Figure 1. Met1 routing (run 1).
Cells faint in the background.
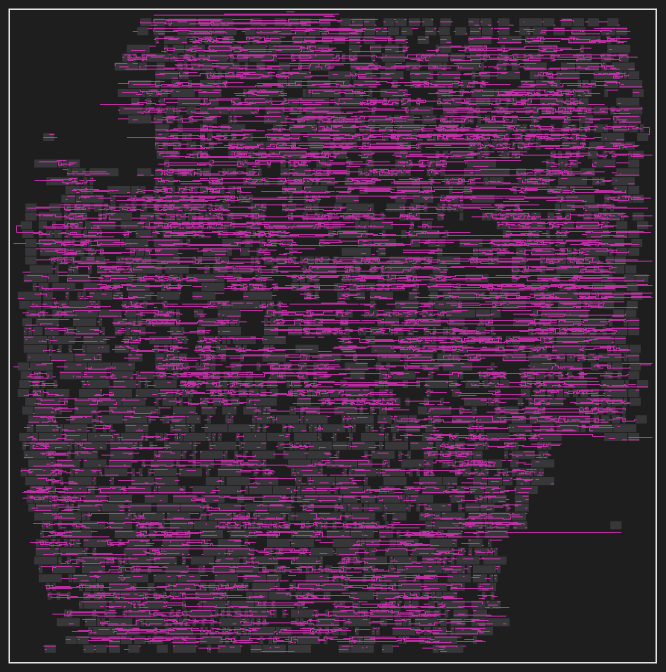
Figure 2. Met2 routing (run 1).
Bar = 50 um.
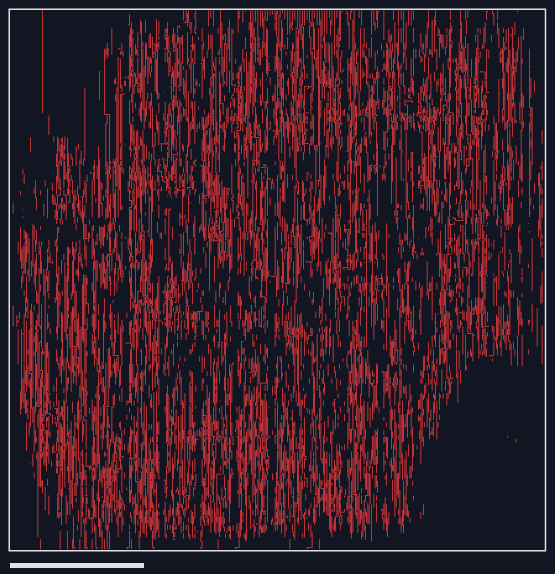
Figure 3. Metal 3 (run 1).
Bar = 50 um.
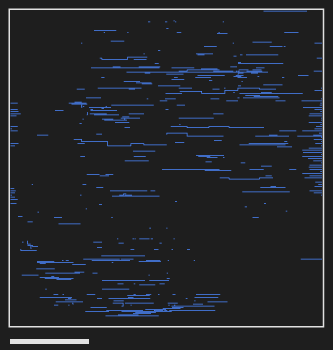
File: src/rtl/mac_pkg.sv
// Shared types and constants for the neuron multiply-accumulate block.
// Latency: none (types and constant functions only).
// Backpressure: not applicable.
package mac_pkg;

  // Control states of the MAC sequencer
  typedef enum logic [1:0] {
    IDLE  = 2'd0,
    ACCUM = 2'd1,
    DRAIN = 2'd2,
    DONE  = 2'd3
  } state_t;

  // Widest accumulator the saturation-bound helpers support
  localparam int ACC_W_LIMIT = 128;

  // Largest positive value of a signed accumulator of width w
  function automatic logic [ACC_W_LIMIT-1:0] acc_max(input int w);
    logic [ACC_W_LIMIT-1:0] one;
    one = ACC_W_LIMIT'(1);
    return (one << (w - 1)) - one;
  endfunction

  // Most negative value of a signed accumulator of width w (bit pattern 100..0)
  function automatic logic [ACC_W_LIMIT-1:0] acc_min(input int w);
    logic [ACC_W_LIMIT-1:0] one;
    one = ACC_W_LIMIT'(1);
    return one << (w - 1);
  endfunction

endpackage

File: src/rtl/mac_sat_add.sv
// Signed saturating adder: sum = clamp(a + b) to the ACC_W signed range, ovf flags a clamp.
// Latency: combinational, zero cycles.
// Backpressure: none; the result is valid whenever the inputs are.
module mac_sat_add
  import mac_pkg::*;
#(
  parameter int ACC_W = 64
) (
  input  logic [ACC_W-1:0] a,
  input  logic [ACC_W-1:0] b,
  output logic [ACC_W-1:0] sum,
  output logic             ovf
);

  localparam logic [ACC_W-1:0] ACC_MAX = ACC_W'(acc_max(ACC_W));
  localparam logic [ACC_W-1:0] ACC_MIN = ACC_W'(acc_min(ACC_W));

  logic [ACC_W-1:0] raw;
  logic             same_sign;
  logic             sign_flip;

  assign raw = a + b;

  // Two's-complement overflow: operands agree in sign but the wrapped sum does not
  always_comb begin
    same_sign = (a[ACC_W-1] == b[ACC_W-1]);
    sign_flip = (raw[ACC_W-1] != a[ACC_W-1]);
    ovf       = same_sign && sign_flip;
    sum       = raw;
    if (ovf) begin
      sum = a[ACC_W-1] ? ACC_MIN : ACC_MAX;
    end
  end

endmodule

File: src/rtl/mod_neuron_mac.sv
// Sequential MAC for one hidden neuron: h0 = bias + sum(x[i]*w[i]) with saturation, feeding the sigmoid.
// Latency: last pair accepted in cycle k -> h0 and the h0_valid pulse appear in cycle k+2.
// Backpressure: in_ready is high only while accumulating; x_valid low stalls, nothing is buffered.
module mod_neuron_mac
  import mac_pkg::*;
#(
  parameter int N_INPUTS = 16,
  parameter int DATA_W   = 16,
  parameter int ACC_W    = 64
) (
  input  logic              Clk,
  input  logic              Reset,
  input  logic              start,
  input  logic [ACC_W-1:0]  bias,
  input  logic              x_valid,
  input  logic [DATA_W-1:0] x_in,
  input  logic [DATA_W-1:0] w_in,
  output logic              in_ready,
  output logic              busy,
  output logic [ACC_W-1:0]  h0,
  output logic              h0_valid,
  output logic              ovf
);

  localparam int               CNT_W    = $clog2(N_INPUTS + 1);
  localparam int               PROD_W   = 2 * DATA_W;
  localparam logic [CNT_W-1:0] LAST_IDX = CNT_W'(N_INPUTS - 1);

  state_t                    state;
  logic [CNT_W-1:0]          count;
  logic signed [PROD_W-1:0]  prod;
  logic                      prod_vld;
  logic [ACC_W-1:0]          acc;

  logic                      accept;
  logic                      start_ok;
  logic signed [PROD_W-1:0]  x_ext;
  logic signed [PROD_W-1:0]  w_ext;
  logic signed [PROD_W-1:0]  mult;
  logic [ACC_W-1:0]          prod_ext;
  logic [ACC_W-1:0]          sum;
  logic                      sum_ovf;

  // A pair is taken only while accumulating; start only counts from IDLE
  assign accept   = x_valid && in_ready;
  assign start_ok = (state == IDLE) && start;

  // Full-precision signed product: both operands widened first so nothing is lost
  assign x_ext    = PROD_W'($signed(x_in));
  assign w_ext    = PROD_W'($signed(w_in));
  assign mult     = x_ext * w_ext;

  // Sign-extend the registered product to accumulator width
  assign prod_ext = ACC_W'(prod);

  mac_sat_add #(
    .ACC_W (ACC_W)
  ) u_sat_add (
    .a   (acc),
    .b   (prod_ext),
    .sum (sum),
    .ovf (sum_ovf)
  );

  // Stage 1: register the product of each accepted pair
  always_ff @(posedge Clk) begin
    if (Reset) begin
      prod     <= '0;
      prod_vld <= 1'b0;
    end else begin
      prod_vld <= accept;
      if (accept) begin
        prod <= mult;
      end
    end
  end

  // Stage 2: load bias on start, otherwise fold each valid product in with saturation
  always_ff @(posedge Clk) begin
    if (Reset) begin
      acc <= '0;
      ovf <= 1'b0;
    end else if (start_ok) begin
      acc <= bias;
      ovf <= 1'b0;
    end else if (prod_vld) begin
      acc <= sum;
      if (sum_ovf) begin
        ovf <= 1'b1;
      end
    end
  end

  // Sequencer: beat counting, handshake and result publication, all outputs registered
  always_ff @(posedge Clk) begin
    if (Reset) begin
      state    <= IDLE;
      count    <= '0;
      in_ready <= 1'b0;
      busy     <= 1'b0;
      h0       <= '0;
      h0_valid <= 1'b0;
    end else begin
      h0_valid <= 1'b0;
      case (state)
        IDLE: begin
          if (start) begin
            state    <= ACCUM;
            count    <= '0;
            in_ready <= 1'b1;
            busy     <= 1'b1;
          end
        end
        ACCUM: begin
          if (accept) begin
            count <= count + 1'b1;
            if (count == LAST_IDX) begin
              state    <= DRAIN;
              in_ready <= 1'b0;
            end
          end
        end
        DRAIN: begin
          // The final product is still in flight; publish the same value stage 2 commits now
          h0       <= sum;
          h0_valid <= 1'b1;
          state    <= DONE;
        end
        DONE: begin
          state <= IDLE;
          busy  <= 1'b0;
        end
        default: begin
          state    <= IDLE;
          in_ready <= 1'b0;
          busy     <= 1'b0;
        end
      endcase
    end
  end

endmodule

File: config.mk
export PLATFORM = sky130hd
export DESIGN_NAME = mod_neuron_mac
export DESIGN_NICKNAME = d
export VERILOG_FILES = /design/src/rtl/mac_pkg.sv /design/src/rtl/mac_sat_add.sv /design/src/rtl/mod_neuron_mac.sv
export SDC_FILE = /design/constraint.sdc
export NUM_CORES = 1
export LEC_CHECK = 0
export ABC_CLOCK_PERIOD_IN_PS = 11300
export CAP_MARGIN = 20
export CORE_AREA = 2 2 197 199
export DETAILED_ROUTE_END_ITERATION = 16
export DIE_AREA = 0 0 199 201
export MAX_ROUTING_LAYER = met4
export PLACE_DENSITY = 0.76
export SKIP_CTS_REPAIR_TIMING = 1
export SLEW_MARGIN = 20
export SYNTH_ARGS = -nofsm -noshare
export SYNTH_HDL_FRONTEND = slang
export SYNTH_SLANG_ARGS = --single-unit
File: constraint.sdc
create_clock -name Clk -period 11.3 [get_ports Clk]
set_input_delay 2.26 -clock Clk [delete_from_list [all_inputs] [get_ports Clk]]
set_output_delay 2.26 -clock Clk [all_outputs]
set_load 0.01 [all_outputs]
==> run notes, run 1 <==
fresh numbers from the pnr run: WL met2=26500 um, # rows=72, number of filler cells placed in the layout=3344, Top Consumer=combinational logic, power per cell area=338 mW/mm^2, Worst Max-Slew Pin Slew=1.01 ns, outcome=completed, Net Switching=0.00401 W, Internal=0.00381 W, WHS Endpoint=prod[19], crit path max fanout=16, min-delay src=prod[19], DRT iter0 DRCs=1089, placed cells=3054, vias per cell=5.81, peak supply drop=0.448 mV, commonest cells after routing, fill and taps aside=inv_1 (326), nand2_1 (303), fa_1 (263), CP startpoint=x_in[15], initial antenna violation count=0, Top Layer Used=met4, Adder Area Share=34.6%, Max Clock Skew=0.00845 ns, Global Route Usage Sum=29.5%, CP Class=in -> reg, flop share of the area=14.9%, Worst-path clk slew=0.06 ns, die height=201 um, Netlist cell types=70, CP dominant cell by count=fa_1, # Taps=518, met3 Usage GRT=3.66%, hold crit path type=reg -> reg, yosys stat cell total=2501, clk tree area frac=2.53%, combinational share of cell area=66.9%, registers=172, CTS max path bufs=2, Async S/R FF share, synth=0%, gr busiest metal=met2, Logic pwr share=80.7%, chip area in the Yosys report=0.0207 sq mm, drt pass-1 iters=5, Plain + repair buffers=178, CP peak stage delay=0.86 ns, max-slew violation count=0, part of the power in the clock network=7.7%, gate count of the mapped netlist=2501, Arrival @ worst endpoint=9.33 ns, Static Leak=10.3 nW, Reg2Reg Depth=13, Worst Setup Start Kind=input pin, Bufs and invs on worst path=6, CTS H-tree lvls=4, Clock Power=0.000599 W, inverters=326, MaxCap Viol Count=0, share of layout cells above drive strength 1=3.35%, FF+latch area=0.00344 sq mm, capturing point of the worst reg2reg path=acc[52], pin count of the biggest net entering global routing=101, Top Registers=acc x64, h0 x64, prod x32, Area leader share=25.5%, Fin Setup TNS=0 ns, Commonest flop=dfxtp_1, AND-OR/OR-AND Cells, Area Fraction=19.1%, EDFF count, synth=0, minimum clock period=8.99 ns, Detail Route Antenna Nets=0, Crit. End Element=register, area leader, netlist=fa_1, die area=0.0400 sq mm, grt ovf=0, Main logic family=adder cells, RSZ-0062 raised after global routing=false, Worst Hold Depth=2, crit-path leading delay family=adder cells, Netlist Area Pre-Place=0.0207 sq mm, comb_multi_in=1860, Synth Area in Simple Gates=17.0%, routed wl met3=2880 um, most frequent logic cell in the layout=inv_1, Latency at later pin=0.45 ns, first-pass GRT wire length=92000 um, buffers added on ports=167, I/O pin cnt=168, Sink Count=172, root buf cell=clkbuf_16, Peak Freq=0.111 GHz, worst setup margin=2.31 ns, Synth mux share=0.297%, clkbuf count=22, slew margin rel.=32.2%, synthesis-to-layout area growth=11.7%, routability congestion estimate=0.984, flop2flop setup slack=6.51 ns, Gate Area=0.0154 sq mm, Post-route DRC=0, Inserted Diodes=0, Flops after synth=172, combinational power=0.00631 W, Avg WL per Cell=17.9 um, Crit path required time=11.64 ns, final setup violation count=0, top post-synthesis cells by area=fa_1 (25%), dfxtp_1 (17%), ha_1 (9.1%), inv_1 (5.9%), nand2_1 (5.5%), non-filler instance count after layout=3085, worst r2r src=prod[31], DP Worst Slack=1.92 ns, period utilization=79.6%, Syn Area/Cell=8.27 sq um, Sw Ratio=51.3%, met1 wire length=24000 um, register share of total power=11.7%, final hold violations=0, number of global-route vias before repair=18600, register share after synthesis=16.7%, DP Wirelength=43300 um, CORE AREA=0.0381 sq mm, CP max stage cell=clkdlybuf4s50_1, CTS tree=done, Area-dominant class=logic gates, Signal buf overhead=7.60%, Total Nets Final=3069, Initial Util=54.3%, die width=199 um, net count after synthesis=3015, top post-synthesis cells by count=inv_1 (326), nand2_1 (304), fa_1 (263), count leader, synth=inv_1, Seq group=0.000912 W
About Figure 1:
The wires run mostly horizontal. The longest straight run is 60.7 um. 2851 nets have wire on it. The layer holds 43% of the routed length. The layer carries 24.0 mm of wire.
Routed WL: 55200 um
met1 Use GR: 37.9%
Vias: 17900

About Figure 2:
The layer holds 48% of the routed length. The longest straight run is 59.5 um. The layer carries 26.5 mm of wire. 2707 nets have wire on it. The wires run mostly vertical.
routing usage on met2: 48.0%

About Figure 3:
The longest straight run is 89.7 um. The layer carries 2880 um of wire. 227 nets have wire on it. The layer holds 5.2% of the routed length.

## run 1: worst max path at each step
stage          endpoint  slack (ns)  cells after the start
2_1_floorplan  prod[30]        3.21                     22
3_3_place_gp   prod[30]        2.11                     22
3_5_place_dp   prod[30]        1.92                     22
4_1_cts        prod[30]        2.35                     22
5_1_grt        prod[30]        1.82                     22
6_report       prod[30]        2.31                     22
## run 1: stage by stage
step | util (%) | hold slack, ns | total power (W) | area (sq um)
floorplan | - | 0.436 | 0.00572 | 20700
global placement | 59.1 | 0.451 | 0.00697 | 22500
detailed placement | 59.1 | 0.453 | 0.00719 | 22500
CTS | 60.6 | 0.462 | 0.00782 | 23100
global route | 60.6 | 0.488 | 0.00873 | 23100
finish | 60.6 | 0.458 | 0.00782 | 23100
==> run 2: changes to the inputs <==
ABC_CLOCK_PERIOD_IN_PS = 8100   (was 11300)
PLACE_DENSITY = 0.79   (was 0.76)
clock period = 8.1 ns   (was 11.3 ns; I/O delays follow)
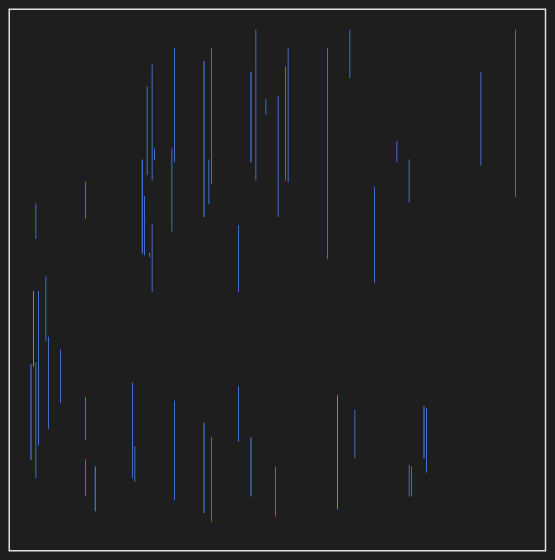
Figure 4: run 2, metal 4.
The longest straight run is 78.2 um. The wires run mostly vertical. The layer holds 2.7% of the routed length. The layer carries 1510 um of wire. 45 nets have wire on it.

==> run 2 against run 1 <==
  * Wire length grew 2.3%
  * Clock-buffer cell count grew 1
  * Sequential power grew about 40%
  * Sequential share of layout area shrank 0.42 points
  * Sequential cell count is the same
  * Non-clock buffer count grew 82
  * Via count grew 1.5%
  * Utilization grew 1.7 points
  * Global-route usage grew 0.71 points
  * Die area is the same
  * Area after synthesis is the same
  * Worst setup slack lost 2.0 ns
==> run notes, run 2 <==
fresh numbers from the pnr run: outcome=completed, Worst Setup Start Kind=input pin, # Taps=518 (unchanged), Worst Hold Depth=2 (unchanged), Peak Freq=0.128 GHz, Area leader share=25.5% (unchanged), Seq group=0.00128 W (+40%), RSZ-0062 raised after global routing=false, Synth mux share=0.297% (unchanged), Post-DP Area=0.0231 sq mm (+2.7%), Logic pwr share=81.7% (+1.0 points), die height=201 um (unchanged), met1 Use GR=39.3% (+1.4 points), Sw Ratio=49.2% (-2.1 points), hold crit path type=reg -> reg, Worst-path clk slew=0.06 ns (about the same), CTS max path bufs=2 (unchanged), Gate Area=0.0155 sq mm (about the same), Async S/R FF share, synth=0% (unchanged), CP Depth=21 (-4.5%), root buf cell=clkbuf_16, # rows=72 (unchanged), Commonest flop=dfxtp_1, Flops after synth=172 (unchanged), Top Layer Used=met4, placed cells=3136 (+2.7%), peak supply drop=0.688 mV (+53%), Latency at later pin=0.44 ns (about the same), Synth Area in Simple Gates=17.0% (unchanged), Bufs and invs on worst path=4 (-2), combinational share of cell area=65.0% (-1.8 points), combinational power=0.00959 W (+52%), Total Nets Final=3151 (+2.7%), drt pass-1 iters=5 (unchanged), comb_multi_in=1860 (unchanged), clkbuf count=23 (+4.5%), Detail Route Antenna Nets=0 (unchanged), Static Leak=10.7 nW (+4.4%), MaxCap Viol Count=0 (unchanged), Post-route DRC=0 (unchanged), routability congestion estimate=0.979 (-0.50%), Clock Power=0.000869 W (+45%), PnR Total Power=0.0117 W (+50%), clk tree area frac=2.58% (+0.050 points), pin count of the biggest net entering global routing=124 (+23%), net count after synthesis=3015 (unchanged), Syn Area/Cell=8.27 sq um (unchanged), first-pass GRT wire length=94400 um (+2.6%), Reg2Reg Depth=12 (-1), power per cell area=494 mW/mm^2 (+46%), most frequent logic cell in the layout=inv_1, Avg WL per Cell=17.8 um (-0.39%), Crit. End Element=register, Arrival @ worst endpoint=8.12 ns (-1.21 ns), DRT iter0 DRCs=1289 (+18%), Plain + repair buffers=260 (+46%), Inserted Diodes=0 (unchanged), AND-OR/OR-AND Cells, Area Fraction=19.1% (unchanged), vias per cell=5.74 (-1.2%), flop2flop setup slack=3.20 ns (-3.31 ns), CP Class=in -> reg, inverters=326 (unchanged), Sink Count=172 (unchanged), top post-synthesis cells by count=inv_1 (326), nand2_1 (304), fa_1 (263), routed wl met3=2890 um (+0.35%), routing usage on met2=49.5% (+1.5 points), Global Route Usage Sum=30.2% (+0.71 points), Top Consumer=combinational logic, Area-dominant class=logic gates
run 2: path summary, 6_finish.rpt:
check,from,end
max,x_in[9],prod[31]
min,prod[17],prod[17]
max reg2reg,prod[31],acc[25]
min reg2reg,prod[17],prod[17]
run 2: stage by stage:
step / worst slack (ns) / TNS, ns / hold WS [ns]
floorplan: 0.655 / 0 / 0.436
global placement: -0.102 / -0.160 / 0.446
finish: 0.298 / 0 / 0.457
CTS: 0.274 / 0 / 0.459
detailed placement: -0.156 / -0.339 / 0.450
global route: 0.00581 / 0 / 0.478
run 2: kinds of logic (layout without fill, tap and decap cells):
kind of cell | count (synthesis) | after routing
flops | 172 | 172
compound gates | 604 | 604
simple gates | 751 | 751
xor+xnor | 85 | 85
fa+ha+maj | 414 | 414
mux | 6 | 6
buf+inv | 469 | 618
Power figures rest on the tool's default switching activity, not on a simulated workload.
